Figure 1. Logic cells by family (run 1).
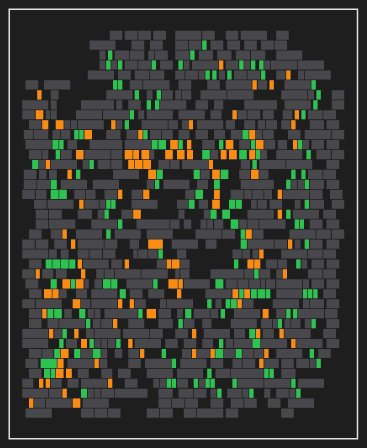
Figure 2. Routed metal, one color a layer (run 1).
Scale bar: 20 microns. Only two layers are drawn.
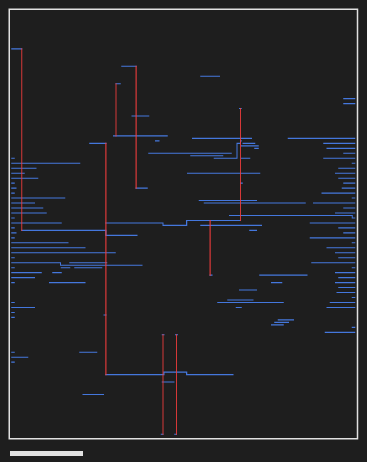
Figure 3. Track usage over the die (run 1).
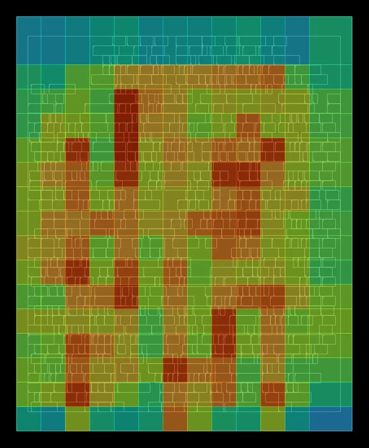
Figure 4. Sequential cells grouped by signal name (run 1).
Scale bar: 20 microns. Other sequential cells in the stronger gray, the rest of the logic in the fainter gray.
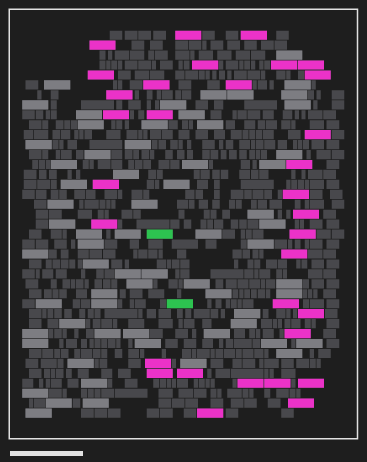
### config.mk
export PLATFORM = sky130hd
export DESIGN_NAME = fetch_pc_unit_flat
export DESIGN_NICKNAME = d
export VERILOG_FILES = /design/src/rtl/fetch_pc_unit_if.sv /design/src/rtl/fetch_pc_unit.sv /design/src/flat_wrapper.sv
export SDC_FILE = /design/constraint.sdc
export NUM_CORES = 1
export LEC_CHECK = 0
export CAP_MARGIN = 20
export CORE_ASPECT_RATIO = 1.25
export CORE_MARGIN = 3
export CORE_UTILIZATION = 50
export DETAILED_ROUTE_END_ITERATION = 8
export PLACE_DENSITY = 0.81
export SLEW_MARGIN = 20
export SYNTH_ARGS = -nofsm -noshare
export SYNTH_HDL_FRONTEND = slang
export SYNTH_SLANG_ARGS = --single-unit
### constraint.sdc
create_clock -name clock -period 5.67 [get_ports clock]
set_input_delay 1.701 -clock clock [delete_from_list [all_inputs] [get_ports clock]]
set_output_delay 1.701 -clock clock [all_outputs]
set_load 0.02 [all_outputs]
### src/rtl/fetch_pc_unit_if.sv
`default_nettype none
// ============================================================================
// Module      : fetch_pc_unit_if
// Description : Control inputs and fetch outputs of the fetch PC stage,
//               bundled so the stage and its environment share one port.
// Revision    : 1.0 - initial release
// ============================================================================
interface fetch_pc_unit_if;
    // Control from the pipeline / sequencer
    logic        start;
    logic        haltRequest;
    logic        stall;
    logic        redirectValid;
    logic [31:0] redirectTarget;

    // Towards instruction memory and decode
    logic [31:0] instructionAddress;
    logic [31:0] fetchPc;
    logic        fetchValid;
    logic [31:0] fetchCount;
    logic        running;

    // Environment side: drives control, observes fetch results
    modport master (
        output start, haltRequest, stall, redirectValid, redirectTarget,
        input  instructionAddress, fetchPc, fetchValid, fetchCount, running
    );

    // Fetch stage side
    modport slave (
        input  start, haltRequest, stall, redirectValid, redirectTarget,
        output instructionAddress, fetchPc, fetchValid, fetchCount, running
    );
endinterface
`default_nettype wire

### src/rtl/fetch_pc_unit.sv
`default_nettype none
// ============================================================================
// Module      : fetch_pc_unit
// Description : Program counter and fetch control in front of a word-addressed
//               synchronous instruction memory (1-cycle registered read).
//               Tracks which address produced the instruction on the memory
//               output, and handles start/halt, decode stalls and redirects.
// Revision    : 1.0 - initial release
// ============================================================================
module fetch_pc_unit #(
    parameter logic [31:0] RESET_PC = 32'd0,
    parameter logic [31:0] PC_STEP  = 32'd1
) (
    input  wire logic         clock,
    input  wire logic         reset,
    fetch_pc_unit_if.slave    bus
);

    localparam logic [1:0] c_IDLE = 2'd0;
    localparam logic [1:0] c_RUN  = 2'd1;
    localparam logic [1:0] c_HALT = 2'd2;

    logic [1:0]  r_state;
    logic [1:0]  w_state_next;
    logic [31:0] r_pc;
    logic [31:0] r_fetch_pc;
    logic        r_fetch_valid;
    logic [31:0] r_fetch_count;
    logic        w_hold;
    logic        w_fetch;

    // Re-read the presented address while decode is stalled on a valid
    // instruction, so the memory output stays put; a redirect breaks the hold.
    always_comb begin
        w_hold = bus.stall && r_fetch_valid && (r_state == c_RUN)
                 && !bus.redirectValid;
    end

    // Advance the PC only in RUN with no pending halt (halt takes effect at
    // this edge) and no active hold.
    always_comb begin
        w_fetch = (r_state == c_RUN) && !bus.haltRequest && !w_hold;
    end

    // Next-state logic: halt wins in RUN, start wins in IDLE/HALT.
    always_comb begin
        w_state_next = r_state;
        case (r_state)
            c_IDLE:  if (bus.start)       w_state_next = c_RUN;
            c_RUN:   if (bus.haltRequest) w_state_next = c_HALT;
            c_HALT:  if (bus.start)       w_state_next = c_RUN;
            default:                      w_state_next = c_IDLE;
        endcase
    end

    // State register.
    always_ff @(posedge clock) begin
        if (reset) begin
            r_state <= c_IDLE;
        end else begin
            r_state <= w_state_next;
        end
    end

    // PC, presented-address tracking and squash; redirect has top priority.
    always_ff @(posedge clock) begin
        if (reset) begin
            r_pc          <= RESET_PC;
            r_fetch_pc    <= 32'd0;
            r_fetch_valid <= 1'b0;
        end else if (bus.redirectValid) begin
            r_pc          <= bus.redirectTarget;
            r_fetch_valid <= 1'b0;
        end else if (w_fetch) begin
            r_fetch_pc    <= r_pc;
            r_fetch_valid <= 1'b1;
            r_pc          <= r_pc + PC_STEP;
        end else if (!w_hold) begin
            // Halting or idle: nothing new is fetched, PC keeps the next
            // unfetched address.
            r_fetch_valid <= 1'b0;
        end
    end

    // Count instructions actually accepted by decode.
    always_ff @(posedge clock) begin
        if (reset) begin
            r_fetch_count <= 32'd0;
        end else if (r_fetch_valid && !bus.stall && !bus.redirectValid) begin
            r_fetch_count <= r_fetch_count + 32'd1;
        end
    end

    assign bus.instructionAddress = w_hold ? r_fetch_pc : r_pc;
    assign bus.fetchPc            = r_fetch_pc;
    assign bus.fetchValid         = r_fetch_valid;
    assign bus.fetchCount         = r_fetch_count;
    assign bus.running            = (r_state == c_RUN);

endmodule
`default_nettype wire

### src/flat_wrapper.sv
// flat-port wrapper written by rule: the top's interface ports become plain ports
module fetch_pc_unit_flat 
#(
    parameter logic [31:0] RESET_PC = 32'd0,
    parameter logic [31:0] PC_STEP  = 32'd1
)
  (clock, reset, bus_start, bus_haltRequest, bus_stall, bus_redirectValid, bus_redirectTarget, bus_instructionAddress, bus_fetchPc, bus_fetchValid, bus_fetchCount, bus_running);
  fetch_pc_unit_if bus_i ();
  input  wire logic clock;
  input  wire logic reset;
  input wire logic [$bits(bus_i.start)-1:0] bus_start;
  input wire logic [$bits(bus_i.haltRequest)-1:0] bus_haltRequest;
  input wire logic [$bits(bus_i.stall)-1:0] bus_stall;
  input wire logic [$bits(bus_i.redirectValid)-1:0] bus_redirectValid;
  input wire logic [$bits(bus_i.redirectTarget)-1:0] bus_redirectTarget;
  output wire logic [$bits(bus_i.instructionAddress)-1:0] bus_instructionAddress;
  output wire logic [$bits(bus_i.fetchPc)-1:0] bus_fetchPc;
  output wire logic [$bits(bus_i.fetchValid)-1:0] bus_fetchValid;
  output wire logic [$bits(bus_i.fetchCount)-1:0] bus_fetchCount;
  output wire logic [$bits(bus_i.running)-1:0] bus_running;
  assign bus_i.start = bus_start;
  assign bus_i.haltRequest = bus_haltRequest;
  assign bus_i.stall = bus_stall;
  assign bus_i.redirectValid = bus_redirectValid;
  assign bus_i.redirectTarget = bus_redirectTarget;
  assign bus_instructionAddress = bus_i.instructionAddress;
  assign bus_fetchPc = bus_i.fetchPc;
  assign bus_fetchValid = bus_i.fetchValid;
  assign bus_fetchCount = bus_i.fetchCount;
  assign bus_running = bus_i.running;
  fetch_pc_unit #(.RESET_PC(RESET_PC), .PC_STEP(PC_STEP)) u_core (.clock(clock), .reset(reset), .bus(bus_i));
endmodule
==> impl_metrics.py, run 1 <==
# Flow results
metrics = {
    "outcome": {
        "outcome": "complete, no violations",
    },
    "clock_network": {
        "cts-htree-levels": 3,
        "cts_hold_buffers": 0,
        "post_cts_buffers": 0,
    },
    "placement": {
        "place_congestion": 0.889,
        "dp_slack_ps": 311,
    },
    "synthesis": {
        "ys_seq_share_pct": 40.2,
        "netlist_instances": 614,
        "yosys_register_bits": 99,
        "yosys.area.top_type": "dfxtp_1",
        "edf_count": 0,
        "synthDistinctLibCells": 42,
        "yosys_cells": 614,
    },
    "routing": {
        "drt_iter0_drc": 296,
        "postRouteAntennaNets": 0,
    },
    "finish": {
        "fillers": 763,
        "insertedDiodeCount": 0,
        "syn2layout_area_growth_pct": 34.5,
        "nMultiInputCombCells": 466,
    },
    "hold_path": {
        "hold_end": "u_core.bus.fetchPc[28]",
    },
    "final_timing": {
        "min_period_ps": 5350,
        "fin_hold_ws_ps": 469,
        "final.setup_skew_ps": 8.10,
        "max_freq_mhz": 187,
    },
    "critical_path": {
        "cp_max_fo": 14,
        "reg2reg_from": "u_core.r_pc[0]",
        "slowest_delay_ps": 540,
        "cp.buffers_inverters": 3,
        "required_ps": 3970,
    },
    "die": {
        "num_tap_cells": 123,
    },
    "flow_run": {
        "max_cap_violations": 0,
    },
    "global_routing": {
        "antenna_found_initial": 0,
    },
}
## Picture notes: Figure 1
| color | family | cells | most used |
|---|---|---|---|
| green | nand cells | 148 | nand2_1 |
| orange | nor cells | 104 | nor2_1 |
final std cells w/o fill: 854
most frequent logic cell in the layout: clkdlybuf4s50_1
Comb area share: 41.8%

## Picture notes: Figure 2
| color | layer | wire length |
|---|---|---|
| red | metal 4 | 260 microns |
| blue | metal 3 | 877 microns |

## Picture notes: Figure 3
drt wl/cell: 15.9 microns
gr usage total: 25.2%
grt met3 use: 5.37%
Most Crowded Layer GR: met2

## Picture notes: Figure 4
| color | netlist name | flops |
|---|---|---|
| green | u_core.r_state | 2 |
| magenta | u_core.bus.fetchPc | 32 |
Seq. pwr: 0.745 mW
sequential cell area share: 29.9%
register area: 1980 sq um
final core utilization: 70.8%

run 1: flip-flops by register name, indices dropped and copies added (netlist names):
signal / count
u_core.bus.fetchPc: 32
u_core.bus.fetchCount: 32
u_core.bus.fetchValid: 1
u_core.r_state: 2
u_core.r_pc: 32
run 1: how the worst max path moves through the flow:
stage / end
floorplan: bus_instructionAddress[11]
global placement: bus_instructionAddress[18]
detailed placement: bus_instructionAddress[27]
CTS: bus_instructionAddress[27]
global route: bus_instructionAddress[29]
finish: bus_instructionAddress[27]
run 1: logic make-up after synthesis:
kind of cell / Yosys count / share of synthesized area [%]
flops: 99 / 40.2
mux: 31 / 7.05
buf+inv: 49 / 3.83
simple gates: 290 / 28.4
compound gates: 97 / 11.9
xor+xnor: 46 / 8.17
fa+ha+maj: 2 / 0.507
run 1: worst reg2reg max path, cell delays in order (launching register included):
cell	delay [ps]
dfxtp_1	470
ha_1	320
nand2_1	100
or4_1	650
nor4_1	350
nor3_1	80
a2111oi_0	310
run 1: power by group:
group	switching [mW]	total [mW]	internal, mW
clock	0.274	0.583	0.309
combinational	0.0870	0.176	0.0891
sequential	0.0302	0.745	0.715
total	0.392	1.50	1.11
run 1: cell usage after synthesis, types with 11 or more instances:
cell type  number
nor3_1         19
nor2_1         56
nor4_1         19
clkbuf_1       36
nand4_1        18
nand3_1        29
a21oi_1        45
dfxtp_1        99
a211oi_1       21
xnor2_1        32
xor2_1         14
mux2_2         29
and3_1         11
o21ai_0        15
nand2_1       100
run 1: metal layers:
layer / GRT usage (%) / up-vias / routed length [microns]
met4: 9.05 / 0 / 260
met2: 43.7 / 161 / 6870
met1: 30.9 / 2273 / 5600
li1: - / 2386 / -
met5: 0 / - / 0
met3: 5.37 / 19 / 876
Figure 5. Placement by cell class (run 1).
Scale bar: 20 microns.
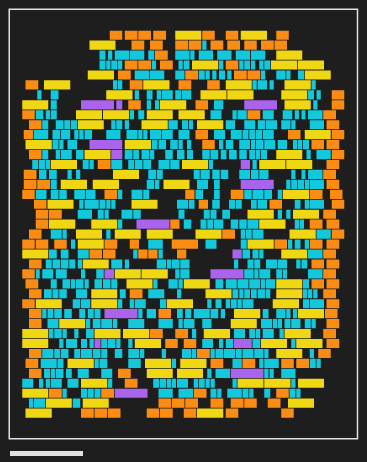

==> run 2: changes to the inputs <==
--- a/config.mk
+++ b/config.mk
@@ -9,8 +9,10 @@
 export CORE_ASPECT_RATIO = 1.25
 export CORE_MARGIN = 3
 export CORE_UTILIZATION = 50
+export CTS_CLUSTER_SIZE = 25
 export DETAILED_ROUTE_END_ITERATION = 8
 export PLACE_DENSITY = 0.81
+export SETUP_SLACK_MARGIN = 0.5
 export SLEW_MARGIN = 20
 export SYNTH_ARGS = -nofsm -noshare
 export SYNTH_HDL_FRONTEND = slang
Figure 6. Placement by cell class (run 2).
Scale bar: 20 microns.
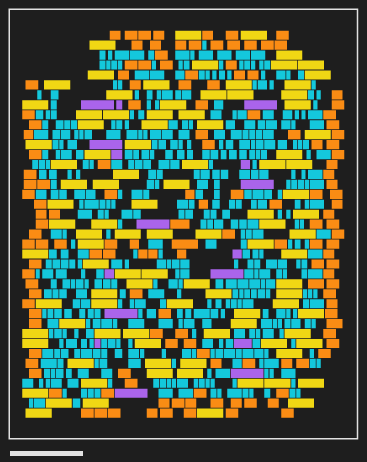
| color | class | cells |
|---|---|---|
| yellow | sequential cells | 99 |
| purple | clock drivers and dummy loads | 16 |
| orange | remaining buffers and delay cells | 143 |
| cyan | combinational and other logic | 473 |

==> impl_metrics.py, run 2 <==
# Flow results
metrics = {
    "placement": {
        "place_congestion": 0.889,
    },
    "final_timing": {
        "min_period_ps": 5070,
    },
    "synthesis": {
        "netlist_instances": 614,
        "edf_count": 0,
        "yosys_register_bits": 99,
        "common_cells": "nand2_1 (100), dfxtp_1 (99), nor2_1 (56)",
        "synthDistinctLibCells": 42,
        "yosys.area.top_type": "dfxtp_1",
        "yosysMostFrequentCell": "nand2_1",
    },
    "finish": {
        "utilization_pct": 70.5,
        "register_area_sq_um": 1980,
        "fillers": 770,
        "syn2layout_area_growth_pct": 34.0,
        "insertedDiodeCount": 0,
        "seq_share_pct": 30.0,
        "stdcell_count": 854,
    },
    "pwr": {
        "power_frac_seq_pct": 49.9,
        "power_frac_comb_pct": 11.1,
        "p_sw_mw": 0.390,
        "power.share.switching_pct": 26.2,
        "clkPwrFrac_pct": 39.0,
    },
    "clock_network": {
        "cts-htree-levels": 3,
    },
    "flow_run": {
        "max_cap_violations": 0,
    },
    "die": {
        "num_tap_cells": 123,
    },
    "routing": {
        "drt_iter0_drc": 288,
        "postRouteAntennaNets": 0,
    },
    "outcome": {
        "outcome": "complete, no violations",
    },
    "global_routing": {
        "grt.total_usage_pct": 25.2,
    },
    "critical_path": {
        "cp_max_fo": 21,
        "required_ps": 3970,
    },
}
Figure 7. Track usage over the die (run 2).
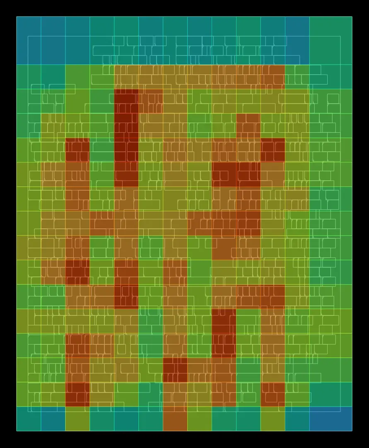
met1 GRT Util: 30.9%
drt wl/cell: 15.9 microns
GRT met2 Usage: 43.8%

-- run 2: cells by family (layout without fill, tap and decap cells) --
kind of cell	Yosys count	after routing	synth area share [%]
muxes	31	31	7.05
AOI/OAI and AO/OA	97	97	11.9
xor gates and xnor gates	46	46	8.17
DFF	99	99	40.2
adders and majority gates	2	2	0.507
and+or+nand+nor	290	290	28.4
buffers and inverters	49	166	3.83
-- run 2: timing repair --
action | 4_1_cts | 5_1_grt
resized | 31 | 3
setup endpoints to repair | 30 | 7
buffers inserted | 0 | 0
cloned | 0 | 0
-- run 2: worst paths after layout --
kind / from / end / slack, ps / cells past startpoint
setup / recovery: bus_stall / bus_instructionAddress[1] / 600 / 6
hold / removal: u_core.bus.fetchPc[28] / u_core.bus.fetchPc[28] / 470 / 2
setup reg to reg: u_core.r_pc[0] / u_core.r_pc[26] / 3270 / 6
hold reg to reg: u_core.bus.fetchPc[28] / u_core.bus.fetchPc[28] / 470 / 2
-- run 2: power by group through the flow --
stage                     combinational, mW  clock (mW)  sequential (mW)
after floorplan                      0.0991           0            0.752
after global placement                0.172           0            0.759
after detailed placement              0.176           0            0.760
after CTS                             0.166       0.593            0.744
after global routing                  0.179       0.621            0.748
final                                 0.165       0.582            0.745
-- run 2: critical path, stage by stage --
cell and delay (ps):
clkdlybuf4s50_1 520, nand2_1 120, nor2_4 170, buf_12 180, mux2_2 350, dlygate4sd2_1 320
-- run 2: layer usage --
| metal | vias up | global-route usage, % | part of all wire, % |
|---|---|---|---|
| li1 | 2387 | - | - |
| met1 | 2304 | 30.9 | 41 |
| met2 | 158 | 43.8 | 51 |
| met3 | 18 | 5.24 | 6.1 |
| met4 | 0 | 9.05 | 1.7 |
| met5 | - | 0 | 0 |
Figure 8. Routed metal, one color a layer (run 2).
Scale bar: 20 microns. Only two layers are drawn.
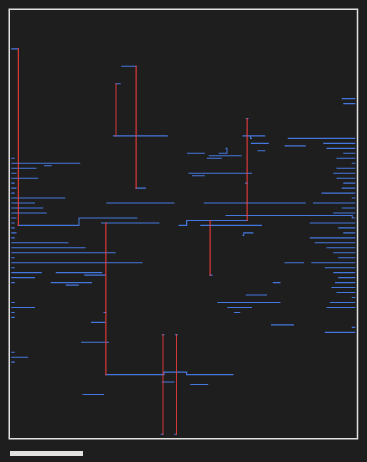

==> run 3: changes to the inputs <==
--- a/config.mk
+++ b/config.mk
@@ -5,15 +5,15 @@
 export SDC_FILE = /design/constraint.sdc
 export NUM_CORES = 1
 export LEC_CHECK = 0
-export CAP_MARGIN = 20
 export CORE_ASPECT_RATIO = 1.25
 export CORE_MARGIN = 3
-export CORE_UTILIZATION = 50
+export CORE_UTILIZATION = 40
 export CTS_CLUSTER_SIZE = 25
 export DETAILED_ROUTE_END_ITERATION = 8
-export PLACE_DENSITY = 0.81
+export PLACE_DENSITY = 0.66
 export SETUP_SLACK_MARGIN = 0.5
 export SLEW_MARGIN = 20
 export SYNTH_ARGS = -nofsm -noshare
 export SYNTH_HDL_FRONTEND = slang
 export SYNTH_SLANG_ARGS = --single-unit
+export TNS_END_PERCENT = 10
Figure 9. Routed metal, one color a layer (run 3).
Scale bar: 20 microns. Only two layers are drawn.
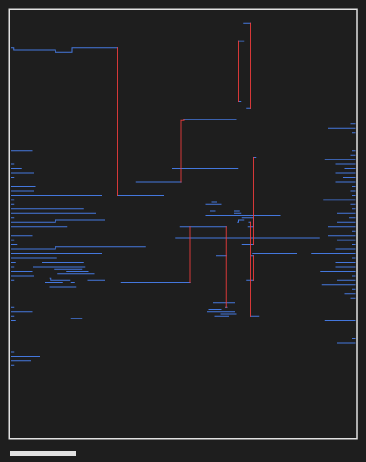
| color | layer | wire length |
|---|---|---|
| red | metal 4 | 213 microns |
| blue | metal 3 | 818 microns |
vias: 4,803
gr usage total: 20.4%
WL final: 14.2 mm
drt wl/cell: 15.9 microns

==> impl_metrics.py, run 3 <==
# Flow results
metrics = {
    "synthesis": {
        "yosysMostFrequentCell": "nand2_1",
        "yosys_cells": 614,
        "yosys.area.top_type": "dfxtp_1",
        "edf_count": 0,
        "ys_seq_share_pct": 40.2,
        "netlist_instances": 614,
        "yosys_register_bits": 99,
        "common_cells": "nand2_1 (100), dfxtp_1 (99), nor2_1 (56)",
        "synthDistinctLibCells": 42,
    },
    "flow_run": {
        "max_cap_violations": 0,
    },
    "placement": {
        "place_congestion": 0.852,
        "dp_slack_ps": 276,
    },
    "finish": {
        "insertedDiodeCount": 0,
        "utilization_pct": 56.6,
        "lay_top_count": "clkdlybuf4s50_1",
        "stdcell_count": 892,
        "syn2layout_area_growth_pct": 35.8,
    },
    "pwr": {
        "clkPwrFrac_pct": 40.6,
        "p_sw_mw": 0.401,
        "power.share.switching_pct": 25.9,
        "p_int_mw": 1.15,
        "power_frac_seq_pct": 48.1,
    },
    "critical_path": {
        "path_common_cell": "clkdlybuf4s50_1",
        "worstSetupPathType": "input port to output port",
        "path_cells": "clkdlybuf4s50_1 -> nand2_1 -> nor2_4 -> buf_6 -> mux2_2 -> clkdlybuf4s50_1",
        "required_ps": 3970,
        "critical_path_depth": 6,
        "cp_max_fo": 20,
        "crit_slowest_cell": "clkdlybuf4s50_1",
        "slowest_delay_ps": 550,
        "cp_top_family": "buffers and inverters",
        "cp.buffers_inverters": 3,
        "r2r_slack_ps": 3190,
    },
    "routing": {
        "routed-wl-met3_microns": 818,
        "dr_wl_met2_mm": 7.05,
        "drt_iter0_drc": 226,
        "postRouteAntennaNets": 0,
    },
    "final_timing": {
        "fin_hold_ws_ps": 469,
        "final.setup_skew_ps": 6.01,
        "rsz0062_at_grt": "true",
        "max_freq_mhz": 188,
        "min_period_ps": 5330,
    },
    "clock_network": {
        "post_cts_buffers": 0,
        "cts_hold_buffers": 0,
        "cts-htree-levels": 3,
    },
    "global_routing": {
        "antenna_found_initial": 0,
    },
    "outcome": {
        "outcome": "complete, no violations",
    },
}
Figure 10. Sequential cells grouped by signal name (run 3).
Scale bar: 20 microns. Other sequential cells in the stronger gray, the rest of the logic in the fainter gray.
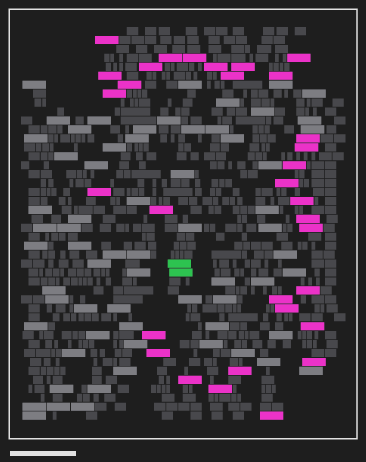
| color | netlist name | flops |
|---|---|---|
| green | u_core.r_state | 2 |
| magenta | u_core.bus.fetchPc | 32 |
not colored: 65

-- run 3: area by class of cell --
class                           count  share of cell area (%)
Sequential cell                    99                    29.6
Clock inverter                      7                    1.14
Tap cell                          161                    3.01
Clock buffer                        9                    3.36
Inverter                            7                   0.392
Timing Repair Buffer              143                    21.2
Multi-Input combinational cell    466                    41.3
-- run 3: power by group through the flow --
stage                     clock network (mW)  registers, mW  logic, mW
after floorplan                            0          0.752     0.0991
after global placement                     0          0.760      0.175
after detailed placement                   0          0.761      0.177
after CTS                              0.639          0.745      0.177
after global routing                   0.665          0.749      0.189
final                                  0.628          0.745      0.175
-- run 3: final timing paths --
kind / from / end
hold / removal: u_core.bus.fetchPc[28] / u_core.bus.fetchPc[28]
hold reg to reg: u_core.bus.fetchPc[28] / u_core.bus.fetchPc[28]
setup reg to reg: u_core.r_pc[0] / u_core.r_pc[24]
setup / recovery: bus_stall / bus_instructionAddress[8]
-- run 3: kinds of logic (layout without fill, tap and decap cells) --
logic type	Yosys count	in the layout	share of synthesized area (%)
simple gates	290	290	28.4
flops	99	99	40.2
compound gates	97	97	11.9
buf+inv	49	166	3.83
xor+xnor	46	46	8.17
mux	31	31	7.05
fa+ha+maj	2	2	0.507
-- run 3: tightest hold or removal path, delay by kind of cell, from the launching register on --
family             cells  cell delay (ps)
AOI/OAI and AO/OA      1               50
DFF                    1              320
and+or+nand+nor        1               50
-- run 3: layer usage --
layer  global-route usage, %  vias to the layer above
met1                    25.1                     2256
met2                    35.8                      146
met5                       0                        -
met4                    5.79                        0
met3                    4.75                       19
li1                        -                     2382
Power figures rest on the tool's default switching activity, not on a simulated workload.
